--- src/rtl/uart_tx_arbiter_if.sv ---
// Handshake bundle between message requesters, the arbiter and UART_TX_CTRL.
// Latency: none (wires only).
// Backpressure: requesters hold req_* until req_ack; ready gates every transmitter load.
//
// Signals:
//   req_valid/req_data/req_last : per-requester byte offer (byte i in bits [8i+7:8i])
//   req_ack                     : one-cycle pulse, byte of requester i consumed
//   send/send_data/ready        : UART_TX_CTRL load handshake
//   grant/busy/timeout_err      : arbitration status
// Modports: master = requesters + transmitter side, slave = arbiter.
interface uart_tx_arbiter_if #(
  parameter int NUM_REQ = 3
);
  logic [NUM_REQ-1:0]   req_valid;
  logic [8*NUM_REQ-1:0] req_data;
  logic [NUM_REQ-1:0]   req_last;
  logic [NUM_REQ-1:0]   req_ack;
  logic                 send;
  logic [7:0]           send_data;
  logic                 ready;
  logic [NUM_REQ-1:0]   grant;
  logic                 busy;
  logic                 timeout_err;

  modport master (
    output req_valid, req_data, req_last, ready,
    input  req_ack, send, send_data, grant, busy, timeout_err
  );

  modport slave (
    input  req_valid, req_data, req_last, ready,
    output req_ack, send, send_data, grant, busy, timeout_err
  );
endinterface

--- src/rtl/uart_tx_arbiter.sv ---
// Message-granular round-robin arbiter sharing one UART_TX_CTRL among NUM_REQ sources.
// Latency: valid seen in IDLE with ready=1 -> send and req_ack high the next cycle.
// Backpressure: no load while ready=0; owner keeps the grant until its last byte is sent.
//
// Ports: CLK, RST (async, active-high); bus (uart_tx_arbiter_if.slave) carries the
// requester offers/acks, the transmitter send/send_data/ready handshake and the
// grant/busy/timeout_err status. All outputs are registered.
// Optional: define UART_ARB_TIMEOUT_EN to revoke a grant after TIMEOUT_CYC idle
// cycles mid-message (timeout_err pulses); otherwise timeout_err is tied 0.
module uart_tx_arbiter #(
  parameter int NUM_REQ     = 3,
  parameter int TIMEOUT_CYC = 1024
) (
  input logic             CLK,
  input logic             RST,
  uart_tx_arbiter_if.slave bus
);
  localparam int IDX_W = (NUM_REQ > 1) ? $clog2(NUM_REQ) : 1;

  if (NUM_REQ < 2 || NUM_REQ > 8 || TIMEOUT_CYC < 1) begin : g_bad_cfg
    $error("uart_tx_arbiter: NUM_REQ must be 2..8 and TIMEOUT_CYC >= 1");
  end

  typedef enum logic [1:0] {IDLE, SETTLE, WAIT_RDY, NEXT} state_t;

  state_t             state_q, state_d;
  logic [IDX_W-1:0]   ptr_q, ptr_d;
  logic [IDX_W-1:0]   owner_q, owner_d;
  logic               last_q, last_d;
  logic [NUM_REQ-1:0] grant_q, grant_d;
  logic [NUM_REQ-1:0] ack_q, ack_d;
  logic               send_q, send_d;
  logic [7:0]         data_q, data_d;
  logic               busy_q;

  // control decisions shared by the next-state and output processes
  logic               load;
  logic [IDX_W-1:0]   load_idx;
  logic               release_grant;
  logic               tmo_hit;

  // round-robin search upward from ptr+1
  logic               win_vld;
  logic [IDX_W-1:0]   win_idx;
  logic [IDX_W-1:0]   cand;

  always_comb begin
    win_vld = 1'b0;
    win_idx = '0;
    cand    = '0;
    for (int k = 1; k <= NUM_REQ; k++) begin
      cand = IDX_W'((int'(ptr_q) + k) % NUM_REQ);
      if (!win_vld && bus.req_valid[cand]) begin
        win_vld = 1'b1;
        win_idx = cand;
      end
    end
  end

`ifdef UART_ARB_TIMEOUT_EN
  localparam int CNT_W = $clog2(TIMEOUT_CYC + 1);
  logic [CNT_W-1:0] cnt_q;
  logic             tmo_q;

  // counts only while the owner is silent in NEXT; any other state holds it at 0
  assign tmo_hit = (state_q == NEXT) && !bus.req_valid[owner_q] &&
                   (cnt_q == CNT_W'(TIMEOUT_CYC - 1));

  always_ff @(posedge CLK or posedge RST) begin
    if (RST) begin
      cnt_q <= '0;
      tmo_q <= 1'b0;
    end else begin
      tmo_q <= tmo_hit;
      if (state_q == NEXT && !bus.req_valid[owner_q] && !tmo_hit)
        cnt_q <= cnt_q + 1'b1;
      else
        cnt_q <= '0;
    end
  end

  assign bus.timeout_err = tmo_q;
`else
  assign tmo_hit         = 1'b0;
  assign bus.timeout_err = 1'b0;
`endif

  // state register plus registered outputs
  always_ff @(posedge CLK or posedge RST) begin
    if (RST) begin
      state_q <= IDLE;
      ptr_q   <= IDX_W'(NUM_REQ - 1);
      owner_q <= '0;
      last_q  <= 1'b0;
      grant_q <= '0;
      ack_q   <= '0;
      send_q  <= 1'b0;
      data_q  <= '0;
      busy_q  <= 1'b0;
    end else begin
      state_q <= state_d;
      ptr_q   <= ptr_d;
      owner_q <= owner_d;
      last_q  <= last_d;
      grant_q <= grant_d;
      ack_q   <= ack_d;
      send_q  <= send_d;
      data_q  <= data_d;
      busy_q  <= (state_d != IDLE);
    end
  end

  // next-state logic
  always_comb begin
    state_d       = state_q;
    load          = 1'b0;
    load_idx      = owner_q;
    release_grant = 1'b0;
    case (state_q)
      IDLE: begin
        if (bus.ready && win_vld) begin
          load     = 1'b1;
          load_idx = win_idx;
          state_d  = SETTLE;
        end
      end
      // transmitter needs a cycle to drop ready after send
      SETTLE: state_d = WAIT_RDY;
      WAIT_RDY: begin
        if (bus.ready) begin
          if (last_q) begin
            release_grant = 1'b1;
            state_d       = IDLE;
          end else begin
            state_d = NEXT;
          end
        end
      end
      NEXT: begin
        // owner only; ready is rechecked so send never fires into a busy transmitter
        if (bus.ready && bus.req_valid[owner_q]) begin
          load    = 1'b1;
          state_d = SETTLE;
        end else if (tmo_hit) begin
          release_grant = 1'b1;
          state_d       = IDLE;
        end
      end
      default: state_d = IDLE;
    endcase
  end

  // output / datapath next values
  always_comb begin
    send_d  = load;
    ack_d   = load ? (NUM_REQ'(1) << load_idx) : '0;
    data_d  = load ? bus.req_data[8*load_idx +: 8] : data_q;
    last_d  = load ? bus.req_last[load_idx] : last_q;
    owner_d = load ? load_idx : owner_q;
    grant_d = grant_q;
    ptr_d   = ptr_q;
    if (load) begin
      grant_d = NUM_REQ'(1) << load_idx;
    end else if (release_grant) begin
      grant_d = '0;
      ptr_d   = owner_q;
    end
  end

  assign bus.req_ack   = ack_q;
  assign bus.send      = send_q;
  assign bus.send_data = data_q;
  assign bus.grant     = grant_q;
  assign bus.busy      = busy_q;
endmodule

--- src/flat_wrapper.sv ---
// flat-port wrapper written by rule: the top's interface ports become plain ports
module uart_tx_arbiter_flat 
#(
  parameter int NUM_REQ     = 3,
  parameter int TIMEOUT_CYC = 1024
)
  (CLK, RST, bus_req_valid, bus_req_data, bus_req_last, bus_ready, bus_req_ack, bus_send, bus_send_data, bus_grant, bus_busy, bus_timeout_err);
  uart_tx_arbiter_if #(.NUM_REQ(NUM_REQ)) bus_i ();
  input logic CLK;
  input logic RST;
  input wire logic [$bits(bus_i.req_valid)-1:0] bus_req_valid;
  input wire logic [$bits(bus_i.req_data)-1:0] bus_req_data;
  input wire logic [$bits(bus_i.req_last)-1:0] bus_req_last;
  input wire logic [$bits(bus_i.ready)-1:0] bus_ready;
  output wire logic [$bits(bus_i.req_ack)-1:0] bus_req_ack;
  output wire logic [$bits(bus_i.send)-1:0] bus_send;
  output wire logic [$bits(bus_i.send_data)-1:0] bus_send_data;
  output wire logic [$bits(bus_i.grant)-1:0] bus_grant;
  output wire logic [$bits(bus_i.busy)-1:0] bus_busy;
  output wire logic [$bits(bus_i.timeout_err)-1:0] bus_timeout_err;
  assign bus_i.req_valid = bus_req_valid;
  assign bus_i.req_data = bus_req_data;
  assign bus_i.req_last = bus_req_last;
  assign bus_i.ready = bus_ready;
  assign bus_req_ack = bus_i.req_ack;
  assign bus_send = bus_i.send;
  assign bus_send_data = bus_i.send_data;
  assign bus_grant = bus_i.grant;
  assign bus_busy = bus_i.busy;
  assign bus_timeout_err = bus_i.timeout_err;
  uart_tx_arbiter #(.NUM_REQ(NUM_REQ), .TIMEOUT_CYC(TIMEOUT_CYC)) u_core (.CLK(CLK), .RST(RST), .bus(bus_i));
endmodule
--- config.mk ---
export PLATFORM = sky130hd
export DESIGN_NAME = uart_tx_arbiter_flat
export DESIGN_NICKNAME = d
export VERILOG_FILES = /design/src/rtl/uart_tx_arbiter_if.sv /design/src/rtl/uart_tx_arbiter.sv /design/src/flat_wrapper.sv
export SDC_FILE = /design/constraint.sdc
export NUM_CORES = 1
export LEC_CHECK = 0
export ABC_AREA = 1
export ABC_CLOCK_PERIOD_IN_PS = 2200
export CAP_MARGIN = 0
export CORE_ASPECT_RATIO = 1.2
export CORE_MARGIN = 4
export CORE_UTILIZATION = 29
export CTS_BUF_LIST = sky130_fd_sc_hd__clkbuf_8
export DETAILED_ROUTE_END_ITERATION = 6
export SLEW_MARGIN = 30
export SYNTH_ARGS = -nofsm -noshare
export SYNTH_HDL_FRONTEND = slang
export SYNTH_SLANG_ARGS = --single-unit
--- constraint.sdc ---
create_clock -name CLK -period 2.2 [get_ports CLK]
set_clock_uncertainty 0.2 [all_clocks]
set_input_delay 0.44 -clock CLK [delete_from_list [all_inputs] [get_ports CLK]]
set_output_delay 0.44 -clock CLK [all_outputs]
set_load 0.005 [all_outputs]
==> results.ini, run 1 <==
[logic_synthesis]
netlist.top_cell.by_area = dfrtp_1
mappedNetlistNets = 261
ys_top_cells_by_count = nand2_1, nand3_1, inv_1
ys_sh_mux = 0
flop_cell = dfrtp_1
most_common_cell = nand2_1
compound_area_frac = 0.1031
syn-cell-area_mm2 = 0.001627
ys_area_mm2 = 0.001627
fa_ha_area_frac = 0.06923
synth_area_per_cell_um2 = 7.427
ys_types = 34
ys_cells = 219

[routing]
topRoutingLayerUsed = met4
drc = 0
wl_um = 4881
m1WireLength_um = 2125
dr_wl_met2_um = 2504

[power_and_ir_drop]
cellPowerDensity_mw_per_mm2 = 1445
p_total_mw = 4.000
p_leak_nw = 1.333

[critical_path]
cp_data_required_time_ps = 2200
cp-startpoint = u_core.ptr_q[1]
critPathLaunchType = flip-flop
rr_startpoint = u_core.ptr_q[1]
critPathMaxStageDelay_ps = 570
ff2ff_setup_slack_ps = -160
critPathSlowestCell = dfstp_2
crit_fanout = 7
critPathCapture = u_core.bus.send_data[6]
cpMostUsedCell = nand3_4
worst_setup_path_end_kind = flip-flop

[floorplan]
core_mm2 = 0.005370
die_h_um = 90.04
initial_core_util = 0.3029

[timing]
setup_slack_ps = -163.0
min_period_ps = 2363
slew_violations = 0
post-route-period-util = 1.074
fin_setup_tns_ps = -2229
finalSetupViolations = 19

[job]
warning_count = 35

[place]
post-place-ws_ps = -406.8
gp_congestion = 0.7822
place_inst = 348
dp_hpwl_um = 3668

[cts]
clk_pin_slew_ps = 80
cts_sinks = 23
cts-resized-gates = 34
clockBufferDepth = 2
htree_levels = 1

[finish]
num_antenna_cells = 0
layout.nets = 348
stdcell_count = 367
syn_to_final_growth_pct = 70.15
fill_cells = 517
final_cell_mix = nand2_1, clkdlybuf4s50_1, buf_4, nand3_1, dfrtp_1
largest_reg_flops = 8
drive_gt1_frac = 0.3508
stdcell_area_mm2 = 0.002768
logic_area_mm2 = 0.001114

[status]
status = complete, but fails checks
violations = negative setup slack

[global_routing]
overflow = 0
use_met2 = 0.2500
antenna_found_initial = 0

[worst_hold_path]
hold_start = u_core.bus.send_data[1]
min_to = u_core.bus.send_data[1]
holdPathStages = 2

[run 1: cell type report]
cell class	count	area share
inverter	30	0.04702
multi-input combinational	162	0.4024
clock inverter	1	0.001808
tap	62	0.02803
clock buffer	3	0.01492
sequential	23	0.2084
timing repair buffer	86	0.2975
[run 1: worst max-delay path: cells and delay by family, from the launching register on]
kind	cells	cell delay, ps
AND-OR/OR-AND	1	230
adder cells (fa/ha/maj)	1	230
buffers and inverters	2	230
flip-flops	1	570
AND/OR/NAND/NOR	8	840
[run 1: power by group]
group / internal [mW] / switching (mW)
logic: 1.47 / 1.55
clock network: 0.126 / 0.134
registers: 0.599 / 0.122
total: 2.19 / 1.81
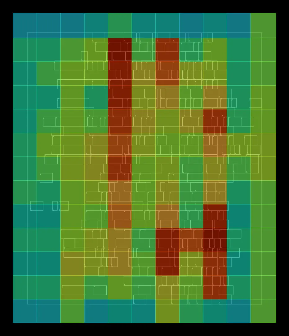
run_1/congestion.png
final core utilization: 0.5154
drt wl/cell: 13.30 µm
met3 Use GR: 0.02000
M1 GR Usage: 0.1798

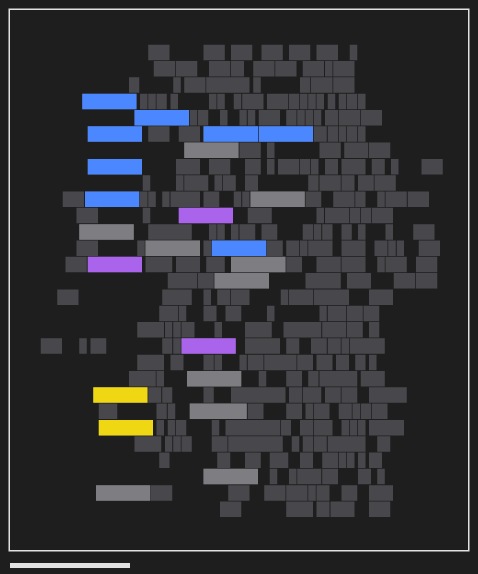
run_1/flops_by_reg.png
The bar under the picture is 20 µm long. Other sequential cells in the stronger grey, the rest of the logic in the fainter grey.
u_core.state_q: drawn in yellow, sequential cells 2. u_core.bus.grant: drawn in purple, sequential cells 3. u_core.bus.send_data: drawn in blue, sequential cells 8.
Another 10 sequential cells are not coloured.
flop share of the area: 0.2084
Reg area: 576.8 µm²

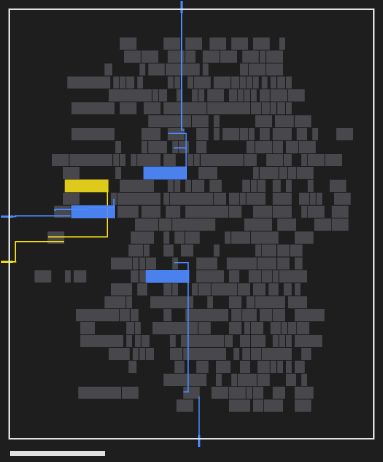
run_1/io_fan.png
The bar under the picture is 20 µm long.
bus_grant: drawn in blue, bits 3, direction output, end cells 3, buffers 3, wire 106 µm. bus_send: drawn in yellow, bits 1, direction output, end cells 1, buffers 1, wire 37.3 µm.
IO Count: 50
buffers added on ports: 48

run_1/logic_types.png
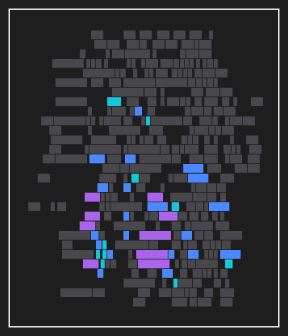

==> inputs of run 2 (changes only) <==
Settings changed: GPL_TIMING_DRIVEN from default to 0, SLEW_MARGIN 30 to default.
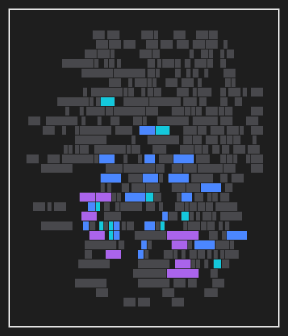
run_2/logic_types.png
aoi and oai cells: drawn in blue, cells 20, most used o21ai_4. nor cells: drawn in cyan, cells 10, most used nor2_1. fa/ha/maj cells: drawn in purple, cells 9, most used ha_1.
Commonest Layout Cell: nand2_1
fin cells: 358
Comb/total area: 0.4183

==> run 2 against run 1 <==
The flow still finishes with violations (negative setup slack). Power rose by 1.6%. Sequential power fell by 0.7%. Critical path depth rose by 6. Critical endpoint is now u_core.last_q. Largest cell class unchanged. Highest routed layer unchanged.
==> results.ini, run 2 <==
[timing]
finalSetupViolations = 19
fin_setup_tns_ps = -2992
min_period_ps = 2427
tightest_slew_ps = 878.9
post-route-period-util = 1.103
slew_violations = 0
setup_slack_ps = -227.0

[global_routing]
grt_pass1_wl_um = 8010
grt-busiest-layer = met2
gr-usage-met1 = 0.1768
overflow = 0
met3_usage = 0.01700
use_met2 = 0.2463
antenna_found_initial = 0

[logic_synthesis]
yosysWarnings = 0
ys_area_mm2 = 0.001627
ys_cells = 219
synth_flops = 23
fa_ha_area_frac = 0.06923
flop_cell = dfrtp_1
syn-cell-area_mm2 = 0.001627
netlist.top_cell.by_area = dfrtp_1
ys_types = 34
synth_area_per_cell_um2 = 7.427
ys_top_cells_by_count = nand2_1, nand3_1, inv_1
most_common_cell = nand2_1
compound_area_frac = 0.1031
mappedNetlistNets = 261

[power_and_ir_drop]
p_comb_frac = 0.760
p_sw_frac = 0.4649
cellPowerDensity_mw_per_mm2 = 1474
p_clk_mw = 0.259
seq_cell_power_mw = 0.716
power_leader = combinational logic
clock_power_share = 0.064
p_leak_nw = 1.296
p_total_mw = 4.066
netSwitchingPower_mw = 1.890
intPower_mw = 2.176
pg_comb_mw = 3.09

[finish]
nNonClkInverters = 30
logic_area_mm2 = 0.001154
logic_gates = 162
stdcell_area_mm2 = 0.002758
sh_seq_area = 0.2092
fill_cells = 508
clk_share = 0.01679
largest_reg_flops = 8
drive_gt1_frac = 0.3480
syn_to_final_growth_pct = 69.54
seqCellArea_um2 = 576.8
num_antenna_cells = 0
final_cell_mix = nand2_1, clkdlybuf4s50_1, nand3_1
buf_share = 0.2804
fin_util = 0.5135
layout.nets = 339

[floorplan]
die_h_um = 90.04
nWellTaps = 62
ioPinCount = 50
initial_core_util = 0.3029

[critical_path]
rr_startpoint = u_core.ptr_q[1]
worst_setup_path_end_kind = flip-flop
critPathLaunchType = flip-flop
cp_data_required_time_ps = 2210
crit_fanout = 5
cp-startpoint = u_core.ptr_q[1]
critPathSlowestCell = dfstp_2
crit_family = simple AND/OR/NAND/NOR gates
cpMostUsedCell = nand2_1
critPathMaxStageDelay_ps = 590

[worst_hold_path]
hold_start = u_core.bus.send_data[2]

[place]
portBuffers = 48
post-place-ws_ps = -491.6
dp_hpwl_um = 3362
place_inst = 329

[routing]
wl_um = 4904
via_per_inst = 4.606
drc = 0
routedWlPerCell_um = 13.70

[cts]
cts-resized-gates = 46
cts_sinks = 23
htree_levels = 1
clk_pin_slew_ps = 80

[status]
status = complete, but fails checks
violations = negative setup slack

[job]
warning_count = 35

[run 2: final timing paths]
path | depth (start not counted) | to | slack [ps]
setup / recovery | 18 | u_core.last_q | -230
hold / removal | 2 | u_core.bus.send_data[2] | 290
hold reg to reg | 2 | u_core.bus.send_data[2] | 290
setup reg to reg | 18 | u_core.last_q | -230
max in group asynchronous | 2 | u_core.bus.req_ack[0] | 800
min in group asynchronous | 2 | u_core.bus.send | 460
[run 2: cells by family after synthesis]
family / Yosys count
other cells: 1
fa+ha+maj: 9
buf+inv: 34
compound gates: 21
simple gates: 131
flops: 23
[run 2: routing by layer]
metal | up-vias | routed length, µm
li1 | 854 | -
met1 | 754 | 2093
met2 | 30 | 2587
met3 | 11 | 101
met4 | 0 | 121
met5 | - | 0
Power is estimated from default activity; no workload was simulated.
